$ cat src/rtl/msi_directory_controller.sv
// Home-node MSI directory for two L1s: one request at a time, optional
// invalidate/fetch handshake with the peer L1, then directory/memory update and a one-cycle response.
module msi_directory_controller #(
    parameter int NBLK = 9
) (
    input  logic       Clock,
    input  logic       Reset,
    input  logic       ReqValid,
    output logic       ReqReady,
    input  logic [3:0] ReqAddr,
    input  logic [1:0] ReqOp,
    input  logic [1:0] ReqProc,
    input  logic [3:0] ReqData,
    output logic       MsgValid,
    output logic [1:0] MsgType,
    output logic [1:0] MsgProc,
    output logic [3:0] MsgAddr,
    input  logic       MsgAck,
    input  logic [3:0] MsgData,
    output logic       RespValid,
    output logic [1:0] RespProc,
    output logic [3:0] RespData,
    output logic [1:0] RespGrant,
    output logic       RespErr
);

    typedef enum logic [2:0] {
        IDLE,
        LOOKUP,
        SEND_MSG,
        WAIT_ACK,
        UPDATE,
        RESP
    } state_t;

    localparam logic [1:0] ST_U      = 2'b00;
    localparam logic [1:0] ST_S      = 2'b01;
    localparam logic [1:0] ST_M      = 2'b10;
    localparam logic [1:0] MSG_NONE  = 2'b00;
    localparam logic [1:0] MSG_INV   = 2'b01;
    localparam logic [1:0] MSG_FETCH = 2'b10;
    localparam logic [1:0] MSG_FINV  = 2'b11;
    localparam logic [1:0] OP_RD     = 2'b00;
    localparam logic [1:0] GRANT_S   = 2'b01;
    localparam logic [1:0] GRANT_M   = 2'b10;

    state_t state, state_nx;

    logic [1:0] dstate  [NBLK];
    logic [1:0] sharers [NBLK];
    logic [3:0] mem     [NBLK];

    logic [3:0] req_addr_p0;
    logic [3:0] req_data_p0;
    logic [1:0] req_op_p0;
    logic [1:0] req_proc_p0;
    logic       err_p1;
    logic [1:0] msg_type_p1;
    logic [3:0] cap_data_p2;
    logic       cap_vld_p2;
    logic [3:0] resp_data;
    logic [1:0] resp_grant;

    logic       illegal;
    logic [3:0] idx;
    logic       p;
    logic       peer;
    logic [1:0] p_mask;
    logic [1:0] cur_st;
    logic [1:0] cur_sh;
    logic       peer_has;
    logic [1:0] msg_nx;
    logic [1:0] new_st;
    logic [1:0] new_sh;
    logic [3:0] new_mem;
    logic [1:0] new_grant;
    logic [3:0] base_mem;
    logic       msg_on;
    logic       resp_on;

    // Directory lookup and message decision on the latched request
    always_comb begin
        illegal  = (req_addr_p0 == 4'd0) || (req_addr_p0 > 4'(NBLK - 1)) ||
                   req_op_p0[1] || req_proc_p0[1];
        idx      = illegal ? 4'd0 : req_addr_p0;
        p        = req_proc_p0[0];
        peer     = ~p;
        p_mask   = p ? 2'b10 : 2'b01;
        cur_st   = dstate[idx];
        cur_sh   = sharers[idx];
        peer_has = cur_sh[peer];
        msg_nx   = MSG_NONE;
        if (req_op_p0 == OP_RD) begin
            if (cur_st == ST_M && peer_has) msg_nx = MSG_FETCH;
        end else begin
            if (cur_st == ST_S && peer_has) msg_nx = MSG_INV;
            else if (cur_st == ST_M && peer_has) msg_nx = MSG_FINV;
        end
    end

    // New entry contents; owner data captured on the ack lands before any write data
    always_comb begin
        base_mem  = cap_vld_p2 ? cap_data_p2 : mem[idx];
        new_st    = cur_st;
        new_sh    = cur_sh;
        new_mem   = base_mem;
        new_grant = GRANT_S;
        if (req_op_p0 != OP_RD) begin
            new_st    = ST_M;
            new_sh    = p_mask;
            new_mem   = req_data_p0;
            new_grant = GRANT_M;
        end else begin
            case (cur_st)
                ST_U: begin
                    new_st = ST_S;
                    new_sh = p_mask;
                end
                ST_S: begin
                    new_sh = cur_sh | p_mask;
                end
                ST_M: begin
                    if (peer_has) begin
                        new_st = ST_S;
                        new_sh = 2'b11;
                    end else begin
                        new_grant = GRANT_M;
                    end
                end
                default: ;
            endcase
        end
    end

    always_comb begin
        state_nx = state;
        case (state)
            IDLE:     if (ReqValid) state_nx = LOOKUP;
            LOOKUP: begin
                if (illegal) state_nx = RESP;
                else if (msg_nx != MSG_NONE) state_nx = SEND_MSG;
                else state_nx = UPDATE;
            end
            SEND_MSG: state_nx = MsgAck ? UPDATE : WAIT_ACK;
            WAIT_ACK: if (MsgAck) state_nx = UPDATE;
            UPDATE:   state_nx = RESP;
            RESP:     state_nx = IDLE;
            default:  state_nx = IDLE;
        endcase
    end

    always_comb begin
        msg_on    = (state == SEND_MSG) || (state == WAIT_ACK);
        resp_on   = (state == RESP);
        ReqReady  = (state == IDLE);
        MsgValid  = msg_on;
        MsgType   = msg_on ? msg_type_p1 : 2'b00;
        MsgProc   = msg_on ? {1'b0, peer} : 2'b00;
        MsgAddr   = msg_on ? req_addr_p0 : 4'd0;
        RespValid = resp_on;
        RespProc  = resp_on ? req_proc_p0 : 2'b00;
        RespData  = resp_on ? resp_data : 4'd0;
        RespGrant = resp_on ? resp_grant : 2'b00;
        RespErr   = resp_on & err_p1;
    end

    always_ff @(posedge Clock) begin
        if (Reset) begin
            state       <= IDLE;
            req_addr_p0 <= '0;
            req_data_p0 <= '0;
            req_op_p0   <= '0;
            req_proc_p0 <= '0;
            err_p1      <= 1'b0;
            msg_type_p1 <= MSG_NONE;
            cap_data_p2 <= '0;
            cap_vld_p2  <= 1'b0;
            resp_data   <= '0;
            resp_grant  <= '0;
            for (int i = 0; i < NBLK; i++) begin
                dstate[i]  <= ST_U;
                sharers[i] <= 2'b00;
                mem[i]     <= 4'd0;
            end
        end else begin
            state <= state_nx;
            case (state)
                // Accept: request fields frozen for the whole transaction
                IDLE: begin
                    if (ReqValid) begin
                        req_addr_p0 <= ReqAddr;
                        req_data_p0 <= ReqData;
                        req_op_p0   <= ReqOp;
                        req_proc_p0 <= ReqProc;
                        cap_vld_p2  <= 1'b0;
                    end
                end
                // Lookup: decide error/message, clear response payload
                LOOKUP: begin
                    err_p1      <= illegal;
                    msg_type_p1 <= illegal ? MSG_NONE : msg_nx;
                    resp_data   <= '0;
                    resp_grant  <= '0;
                end
                // Handshake: capture owner data with the ack
                SEND_MSG, WAIT_ACK: begin
                    if (MsgAck) begin
                        cap_data_p2 <= MsgData;
                        cap_vld_p2  <= 1'b1;
                    end
                end
                // Update: commit entry and response payload
                UPDATE: begin
                    dstate[idx]  <= new_st;
                    sharers[idx] <= new_sh;
                    mem[idx]     <= new_mem;
                    resp_data    <= new_mem;
                    resp_grant   <= new_grant;
                end
                default: ;
            endcase
        end
    end

endmodule

$ cat config.mk
export PLATFORM = sky130hd
export DESIGN_NAME = msi_directory_controller
export DESIGN_NICKNAME = d
export VERILOG_FILES = /design/src/rtl/msi_directory_controller.sv
export SDC_FILE = /design/constraint.sdc
export NUM_CORES = 1
export LEC_CHECK = 0
export ABC_AREA = 1
export CAP_MARGIN = 20
export CORE_MARGIN = 1.5
export CORE_UTILIZATION = 30
export DETAILED_ROUTE_END_ITERATION = 8
export DONT_BUFFER_PORTS = 1
export REMOVE_ABC_BUFFERS = 1
export SETUP_SLACK_MARGIN = 0.1
export SYNTH_ARGS = -nofsm -noshare
export SYNTH_HDL_FRONTEND = slang
export SYNTH_SLANG_ARGS = --single-unit
$ cat constraint.sdc
create_clock -name Clock -period 2.9 [get_ports Clock]
set_input_delay 0.58 -clock Clock [delete_from_list [all_inputs] [get_ports Clock]]
set_output_delay 0.58 -clock Clock [all_outputs]
set_load 0.02 [all_outputs]
==> reports/qor.yml, run 1 <==
run_status:
  outcome: "finished clean"
floorplanning:
  nWellTaps: 260
layout:
  comb_area_share_pct: 30.12
  logic_area_um2: 2116
  final_nets: 704
  flops: 125
  buffer_area_share_pct: 3.491
  post-route-util_pct: 37.06
pwr:
  p_int_uw: 3689
  pwr-share-comb_pct: 19.6
  seq_power_share_pct: 41.1
  seq-power_uw: 2190
cts:
  cts_setup_buffers: 0
  cts_tree: "yes"
logic_synthesis:
  xor_area_share_pct: 0
  synthTopLogicFamily: "simple AND/OR/NAND/NOR gates"
  postSynthSeqShare_pct: 59.03
  syn-cell-area_um2: 5867
  ys_async_sr_fraction_pct: 0
  fa_ha_area_share_pct: 0
  yosysTopAreaCell: "edfxtp_1"
  most_common_cell: "nand2_1"
detailed_routing:
  drt_iter0_drc: 456
  route.met3.wl_mm: 1.146
  drcViolationCount: 0
sta:
  slew_viol_final: 0
  worst_pin_slew_ns: 0.6633
  finalSetupViolations: 0
  grt_setup_unrepaired: "no"
worst_setup_path:
  crit_required_ns: 2.98
  rrSetupSlack_ns: 0.22
global_route:
  grt-ovfl-total: 0
  grt_busiest_layer: "met2"
worst_hold_path:
  hold_path_class: "input port to flip-flop"
flow_run:
  max_cap_viol_count: 0
==> run 1: per-stage QoR <==
| stage | power (uW) | setup WS, ns | hold slack, ns | instances |
|---|---|---|---|---|
| floorplan | 2886 | 0.5289 | 0.4259 | 634 |
| global placement | 3217 | 0.2719 | 0.4364 | 917 |
| detailed placement | 3217 | 0.2317 | 0.4460 | 917 |
| CTS | 5304 | 0.2203 | 0.2033 | 949 |
| finish | 5337 | 0.2204 | 0.2130 | 957 |
| global route | 5569 | 0.07413 | 0.2024 | 957 |
==> run 1: path summary, 6_finish.rpt <==
kind             startpoint             end  cells after the start
min                   Reset  msg_type_p1[1]                      1
min reg2reg    resp_data[0]    resp_data[0]                      2
max          req_addr_p0[1]       mem[1][3]                     11
max reg2reg  req_addr_p0[1]       mem[1][3]                     11
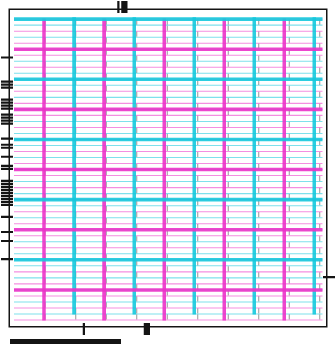
(run_1/pdn.png)
The bar under the picture is 50 um long. Pins as bars on the die edge. Tap cells in grey.
Key: VSS = magenta; VDD = cyan
10 straps on met5. The core has 50 rows. 51 met1 rails follow the rows. 260 tap cells. 10 straps on met4.
maximum vdd ir drop: 0.4094 mV
die width: 142.8 um
core box area: 18960 um2

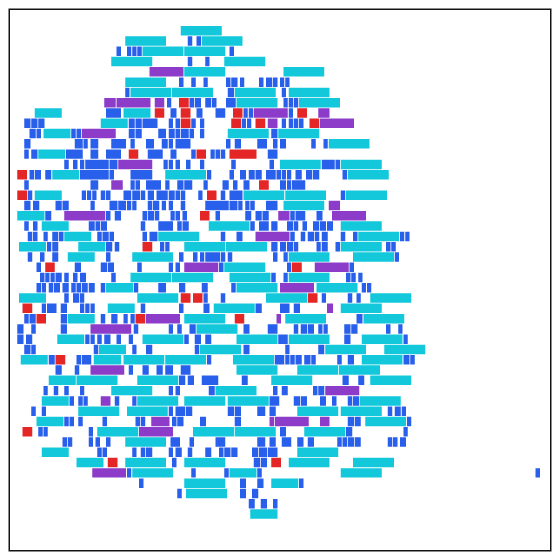
(run_1/cell_classes.png)
Key: clock drivers and dummy loads = purple [cells 32, share of their area 8.7%]; all other logic = blue [cells 509, share of their area 36%]; flip-flops = cyan [cells 125, share of their area 52%]; other buffers and delay cells = red [cells 31, share of their area 3.7%]
FP Rows: 50
Final Instance Area: 7025 um2

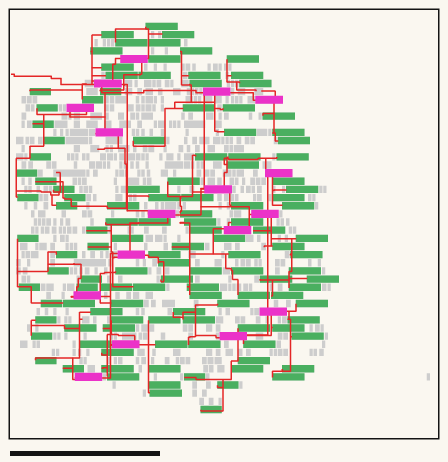
(run_1/clock_map.png)
The bar under the picture is 50 um long.
Key: cells driving clock nets = magenta [count 17]; flip-flops = green [count 125]; clock wires = red [length 1670 um]
There are 18 routed clock nets.
clk_skew: 0.008152 ns
P_clk: 2100 uW
clk ins delay skew pair: 0.43 ns

==> run 2, diff against run 1 <==
==> constraint.sdc (replaced) <==
create_clock -name Clock -period 2.9 [get_ports Clock]
set_input_delay 0.58 -clock Clock [delete_from_list [all_inputs] [get_ports Clock]]
set_output_delay 0.58 -clock Clock [all_outputs]
set_load 0.1 [all_outputs]
==> run 2 against run 1 <==
Net effect:
- total power is 1.4% higher
- clock skew is 0.0019 ns higher
- final cell count is 1.1% higher
- first-iteration DRC count is 14% lower
- fmax is 1.7% higher
- core utilization is 0.79 points higher
- via count is 1.4% higher
- combinational power is 9% higher
- hold slack better by 0.0062 ns
- synthesized cell count stayed put
- final area is 2.1% higher
- synthesized area stayed put
==> reports/qor.yml, run 2 <==
layout:
  logic_area_um2: 2168
  buffer_area_share_pct: 4.813
  fin_cells: 968
  final_nets: 715
  flops: 125
  stdcell_area_um2: 7176
  post-route-util_pct: 37.85
  comb_area_share_pct: 30.22
pwr:
  fin_total_pwr_uw: 5413
  vdd_drop_max_mv: 0.4887
  seq-power_uw: 2190
  p_int_uw: 3719
  p_clk_uw: 2080
  pwr-share-comb_pct: 21.0
  seq_power_share_pct: 40.5
worst_hold_path:
  min_from: "Reset"
  hold_path_class: "input port to flip-flop"
sta:
  worst_slack_ns: 0.2651
  finalClockSkew_ns: 0.01009
  slew_viol_final: 0
  grt_setup_unrepaired: "no"
  whs_ns: 0.2192
  worst_pin_slew_ns: 0.7410
floorplanning:
  die_w_um: 142.8
  core_um2: 18960
  rows: 50
worst_setup_path:
  rrSetupSlack_ns: 0.27
  worstSetupStartpoint: "req_addr_p0[1]"
  r2r-end: "sharers[3][1]"
  worstReg2RegStart: "req_addr_p0[1]"
  crit_required_ns: 3.06
logic_synthesis:
  most_common_cell: "nand2_1"
  synthTopLogicFamily: "simple AND/OR/NAND/NOR gates"
  ys_async_sr_fraction_pct: 0
  xor_area_share_pct: 0
  syn-cell-area_um2: 5867
  yosysTopAreaCell: "edfxtp_1"
  postSynthSeqShare_pct: 59.03
cts:
  cts_setup_buffers: 0
  cts_tree: "yes"
  worstSkewPairLatency_ns: 0.43
detailed_routing:
  drt_iter0_drc: 391
global_route:
  grt-ovfl-total: 0
run_status:
  outcome: "finished clean"
==> run 2: cell counts after synthesis <==
No cell type changed its count.
==> run 2: critical path, cell delays in order, from the launching register on <==
cell and delay (ns):
dfxtp_1 0.37, nor2_4 0.17, nand2_2 0.06, nand2_2 0.11, nand3_4 0.12, nor2_4 0.25
buf_12 0.18, nand3b_1 0.11, nand3_1 0.10, nand2_1 0.06, nand3_2 0.15, inv_2 0.08
o21ai_1 0.16, nand2_1 0.07, nand2_1 0.08, nand2_2 0.10, inv_4 0.14, nor2_1 0.05
==> run 2: per-layer routing <==
metal | GRT usage [%] | up-vias | wire (um)
met2 | 25.37 | 208 | 7290
met3 | 3.219 | 28 | 1154
li1 | - | 2237 | -
met1 | 21.89 | 2198 | 6925
met5 | 0 | - | 0
met4 | 7.976 | 0 | 411
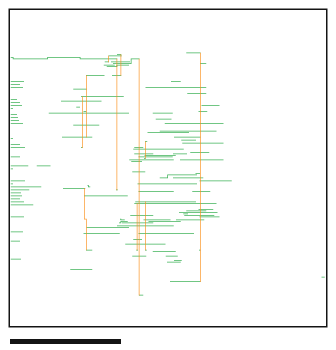
(run_2/metal_stack.png)
The bar under the picture is 50 um long. Only two layers are drawn.
Key: met4 = orange [wire length 412 um]; met3 = green [wire length 1150 um]
Overall Global Routing Usage: 16.36%
wirelength, routed: 15.78 mm
routed vias: 4671

Power and IR drop assume default switching activity.
